==> config.mk <==
export PLATFORM = sky130hd
export DESIGN_NAME = deser_frame_arbiter
export DESIGN_NICKNAME = d
export VERILOG_FILES = /design/src/rtl/deser_arb_pkg.sv /design/src/rtl/rr_arbiter.sv /design/src/rtl/deser_frame_arbiter.sv
export SDC_FILE = /design/constraint.sdc
export NUM_CORES = 1
export LEC_CHECK = 0
export CAP_MARGIN = 20
export CORE_UTILIZATION = 37
export CTS_CLUSTER_SIZE = 20
export DETAILED_ROUTE_END_ITERATION = 8
export GPL_ROUTABILITY_DRIVEN = 1
export PLACE_DENSITY_LB_ADDON = 0.15
export SLEW_MARGIN = 20
export SYNTH_ARGS = -nofsm -noshare
export SYNTH_HDL_FRONTEND = slang
export SYNTH_SLANG_ARGS = --single-unit
==> constraint.sdc <==
create_clock -name clk -period 2.6 [get_ports clk]
set_clock_uncertainty 0.05 [all_clocks]
set_input_delay 0.78 -clock clk [delete_from_list [all_inputs] [get_ports clk]]
set_output_delay 0.78 -clock clk [all_outputs]
set_load 0.005 [all_outputs]
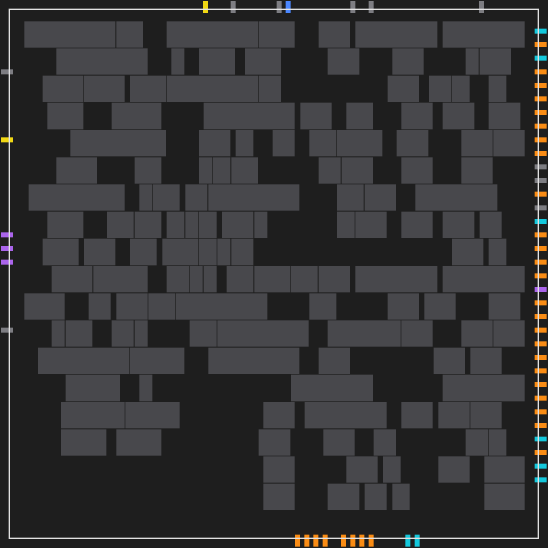
run_1/io_placement.png
Drawn at 10 px/um. Pins as bars across the die edge, other pins in grey.
- cyan: buf_data (pins 8; direction output; edge 6 east, 2 south)
- orange: req_data (pins 32; direction input; edge 24 east, 8 south)
- purple: req_valid (pins 4; direction input; edge 3 west, 1 east)
- yellow: frame_src (pins 2; direction output; edge 1 west, 1 north)
- blue: busy (pins 1; direction output; edge north)
- all pins by edge: 34 east, 10 south, 7 north, 6 west
die extent in y: 52.8 um
Port Buf Inserts: 55
Die X: 52.8 um

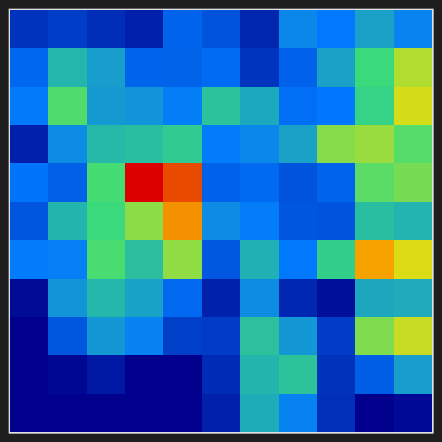
run_1/metal_density.png
Drawn at 8 px/um. The die is cut into 11 by 11 equal tiles; dark blue is low, red is high, scaled to the fullest tile. Values are wire area over tile area, all layers added.
- fullest tile: 0.52
- nearly empty tiles: 9.9%
- mean over tiles: 0.15
- tiles over half the peak: 16%
- emptiest ninth of the die: south-west
total track usage: 18.5%
Routed wire per std cell: 14.7 um

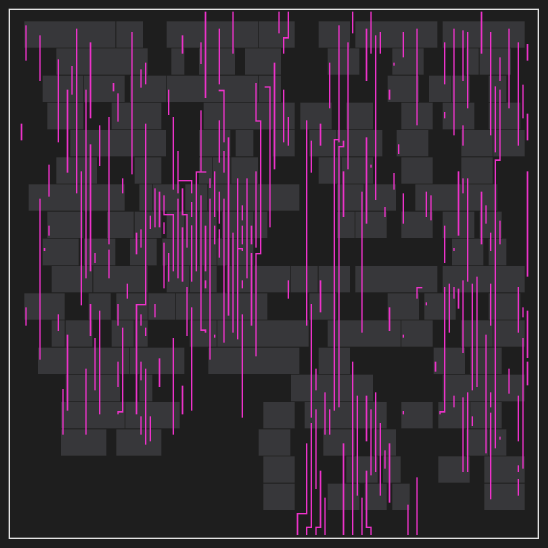
run_1/layer_met2.png
Drawn at 10 px/um. Cells faint in the background.
- longest straight run: 28.7 um
- wire length on this layer: 1250 um
met2 GRT Util: 33.1%
routed wire length: 2560 um

==> ci_impl_report.md, run 1 <==
### Yosys + OpenROAD results

| Metric | Value |
|---|---|
| R2R setup slack | roughly 730 ps |
| Unique cell types | 37 |
| DRT iter0 DRCs | 11 |
| Post-synth EDFFs | 0 |
| Core ar. | 0.00245 mm^2 |
| CTS tree | built |
| FP Rows | 18 |
| Gr ovfl total | 0 |
| # DRC | 0 |
| Vias in the first global route | approximately 850 |
| Antenna diodes | 0 |
| Hold Fails Final Rpt | 0 |
| Num CTS Buffers | 3 |
| Avg Inst Size Synth | roughly 11 um^2 |
| Hold_buf cts | 0 |
| Max Freq | 390 MHz |
| Overall power | 0.00136 W |
| Die Area | 0.00278 mm^2 |
| Tmin final | 2560 ps |
| Reg2Reg Depth | 6 |
| Clock Tree Buf Depth | 2 |
| Final Max Slew Viols | 0 |
| First drt pass iteration count | 4 |
| Setup crit end kind | output pin |
| Area delta synth->final | 61.4% |
| RSZ-0062 raised after global routing | false |
| Sink Count | 12 |
| Yosys Chip Area | roughly 950 um^2 |
| Slew of the pin with the lowest slew margin | 533 ps |
| Tool warning count | 26 |
| Largest net degree at the start of global routing | 13 |
| Clk latency late pin | roughly 270 ps |
| Syn Inst Count | 84 |
| Worst path required time | 1770 ps |
| Async SR Flop Fraction | 100% |
| Fin crit share | just under 100% |
| Pwr per Cell Area | between 800 and 900 mW/mm^2 |
| Vias per cell | 5.14 |
| Status | finished, final reports clean |
| Nets@finish | 187 |
| # IOs | 57 |
| Hold crit path type | flop to flop |
| Hold depth | 0 |
| CP Max Fanout | 1 |
| First-pass GRT wire length | 3680 um |
| Post-DP HPWL | 2040 um |
| Critical path arrival | 1730 ps |
| H-tree depth | 1 |
## run 1: where the power goes
part / total [W] / switching, W / internal [W] / leakage [nW]
combinational: 0.000890 / 0.000323 / 0.000567 / 0.598
clock: 0.000112 / 0.0000586 / 0.0000536 / 0.0138
sequential: 0.000356 / 0.0000803 / 0.000276 / 0.142
## run 1: area by class of cell
class / instances / area, um^2
Fill cell: 228 / 916
Multi-Input combinational cell: 59 / 593
Timing Repair Buffer: 65 / 564
Sequential cell: 12 / 303
Tap cell: 30 / 37.5
Clock buffer: 3 / 22.5
Inverter: 5 / 18.8
## run 1: cell families (layout without fill, tap and decap cells)
group	Yosys count	count (layout)	share of synthesized area [%]
AND-OR/OR-AND	12	12	9.45
adder cells (fa/ha/maj)	2	2	2.62
buffers and inverters	13	73	7.22
flip-flops	12	12	31.8
multiplexers	18	18	32.8
other	1	1	0.393
AND/OR/NAND/NOR	26	26	15.7
## run 1: synthesized netlist by cell type (2+ instances only)
| master | n | area [um^2] |
|---|---|---|
| nor2b_1 | 2 | 12.5 |
| mux2_4 | 4 | 60.1 |
| nor2_1 | 3 | 11.3 |
| o21ai_0 | 2 | 10.0 |
| a21oi_1 | 2 | 10.0 |
| mux2i_1 | 2 | 20.0 |
| buf_6 | 2 | 22.5 |
| mux4_1 | 2 | 52.6 |
| clkbuf_1 | 3 | 11.3 |
| and2_1 | 8 | 50.1 |
| dfstp_2 | 2 | 52.6 |
| mux4_2 | 6 | 135 |
| nand2_1 | 4 | 15.0 |
| nor3b_1 | 2 | 15.0 |
| mux2_2 | 4 | 45.0 |
| dfrtp_1 | 10 | 250 |
| ha_1 | 2 | 25.0 |
| inv_1 | 5 | 18.8 |
## run 1: per-layer routing
layer | GRT usage, % | up-vias | wire (um)
met3 | 4.93 | 6 | 276
met2 | 33.1 | 46 | 1250
met5 | 0 | - | 0
met1 | 20.6 | 419 | 990
li1 | - | 424 | -
met4 | 6.58 | 0 | 34
## run 1: metrics by stage
step / setup TNS [ps] / utilization [%] / hold WS (ps) / instances / instance area (um^2)
5_1_grt: 0 / 62.7 / 387 / 174 / 1540
6_report: 0 / 62.7 / 371 / 174 / 1540
2_1_floorplan: 0 / - / 407 / 84 / 953
4_1_cts: 0 / 62.5 / 375 / 174 / 1540
3_5_place_dp: -5810 / 64.3 / 360 / 171 / 1580
3_3_place_gp: -5550 / 64.3 / 357 / 171 / 1580
## run 1: critical path, stage by stage
cell and delay [ps]:
dlygate4sd2_1 240, mux4_2 460, and2_4 150, buf_6 100
## run 1: timing repair
item                                    4_1_cts  5_1_grt
resized                                      84        3
setup buffers                                 0        0
pin swaps                                     8        0
endpoints found under the setup margin       13        1
## Run 2: what changed since run 1
--- a/config.mk
+++ b/config.mk
@@ -11,6 +11,7 @@
 export DETAILED_ROUTE_END_ITERATION = 8
 export GPL_ROUTABILITY_DRIVEN = 1
 export PLACE_DENSITY_LB_ADDON = 0.15
+export SKIP_CTS_REPAIR_TIMING = 1
 export SLEW_MARGIN = 20
 export SYNTH_ARGS = -nofsm -noshare
 export SYNTH_HDL_FRONTEND = slang
==> constraint.sdc (replaced) <==
create_clock -name clk -period 2.6 [get_ports clk]
set_clock_uncertainty 0.05 [all_clocks]
set_input_delay 0.78 -clock clk [delete_from_list [all_inputs] [get_ports clk]]
set_output_delay 0.78 -clock clk [all_outputs]
set_load 0.05 [all_outputs]
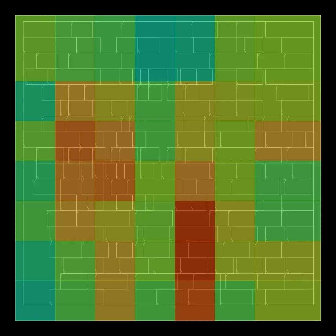
run_2/congestion.png
met2 GRT Util: 34.6%
GR Util met1: 15.7%
total track usage: 17.6%
GR peak layer: met2

==> ci_impl_report.md, run 2 <==
### Yosys + OpenROAD results

| Metric | Value |
|---|---|
| Routed wire per std cell | 15.9 um (was 14.7 um) |
| Die X | 52.8 um (unchanged) |
| Vias in the first global route | 836 (was 848) |
| Synth top cell by count | dfrtp_1 (unchanged) |
| Port Buf Inserts | 55 (unchanged) |
| Status | finished, final reports clean (unchanged) |
| Clock Tree Buf Depth | 2 (unchanged) |
| Clock power share | 7.0% (was 8.3%) |
| Top cells by count | dfrtp_1, and2_1, mux4_2 (unchanged) |
| Slew of the pin with the lowest slew margin | 545 ps (was 533 ps) |
| Layout Utilization | 74.7% (was 62.7%) |
| Cell taking the most area after synthesis | dfrtp_1 (unchanged) |
| Gr ovfl total | 0 (unchanged) |
| Pwr per Cell Area | 1170 mW/mm^2 (was 882 mW/mm^2) |
| Worst path required time | 1770 ps (about the same) |
| Avg Inst Size Synth | 11.4 um^2 (unchanged) |
| Hold Fails Final Rpt | 0 (unchanged) |
| CTS tree | built (unchanged) |
| Tool warning count | 26 (unchanged) |
| Die extent in y | 52.8 um (unchanged) |
| Syn Inst Count | 84 (unchanged) |
| Setup TNS | 0 ps (unchanged) |
| Routed wire length | 2790 um (was 2560 um) |
| Setup crit end kind | output pin (unchanged) |
-- run 2: area by class of cell --
type	count	area, um^2	area share (%)
Timing Repair Buffer	66	816	44.5
Multi-Input combinational cell	59	622	33.9
Sequential cell	12	304	16.6
Tap cell	30	37.5	2.05
Clock buffer	4	36.3	1.98
Inverter	5	18.8	1.02
-- run 2: per-stage QoR --
stage / hold slack (ps) / instance area [um^2]
finish: 374 / 1830
global route: 403 / 1830
CTS: 381 / 1660
detailed placement: 365 / 1620
global placement: 356 / 1620
floorplan: 407 / 968
-- run 2: kinds of logic after synthesis --
| kind of cell | Yosys count | share of synthesized area [%] |
|---|---|---|
| AND-OR/OR-AND | 12 | 9.45 |
| adder cells (fa/ha/maj) | 2 | 2.62 |
| buffers and inverters | 13 | 7.22 |
| flip-flops | 12 | 31.8 |
| multiplexers | 18 | 32.8 |
| other | 1 | 0.393 |
| AND/OR/NAND/NOR | 26 | 15.7 |
-- run 2: per-layer routing --
metal / vias up / share of wire (%) / global-route usage [%]
met3: 6 / 10 / 4.93
met5: - / 0 / 0
met4: 0 / 2.3 / 9.21
met1: 421 / 38 / 15.7
met2: 43 / 49 / 34.6
li1: 429 / - / -
-- run 2: power by group through the flow --
stage	Sequential, W	Clock [W]	Combinational [W]
floorplan	0.000369	0	0.000954
global placement	0.000345	0	0.00140
detailed placement	0.000348	0	0.00142
CTS	0.000347	0.000153	0.00142
global route	0.000369	0.000161	0.00173
finish	0.000353	0.000150	0.00164
-- run 2: worst max-delay path, stage by stage, from the launching register on --
cell and delay, ps:
dfrtp_2 410, buf_4 200, mux4_2 530, and2_4 160, buf_8 140
Power is estimated from default activity; no workload was simulated.
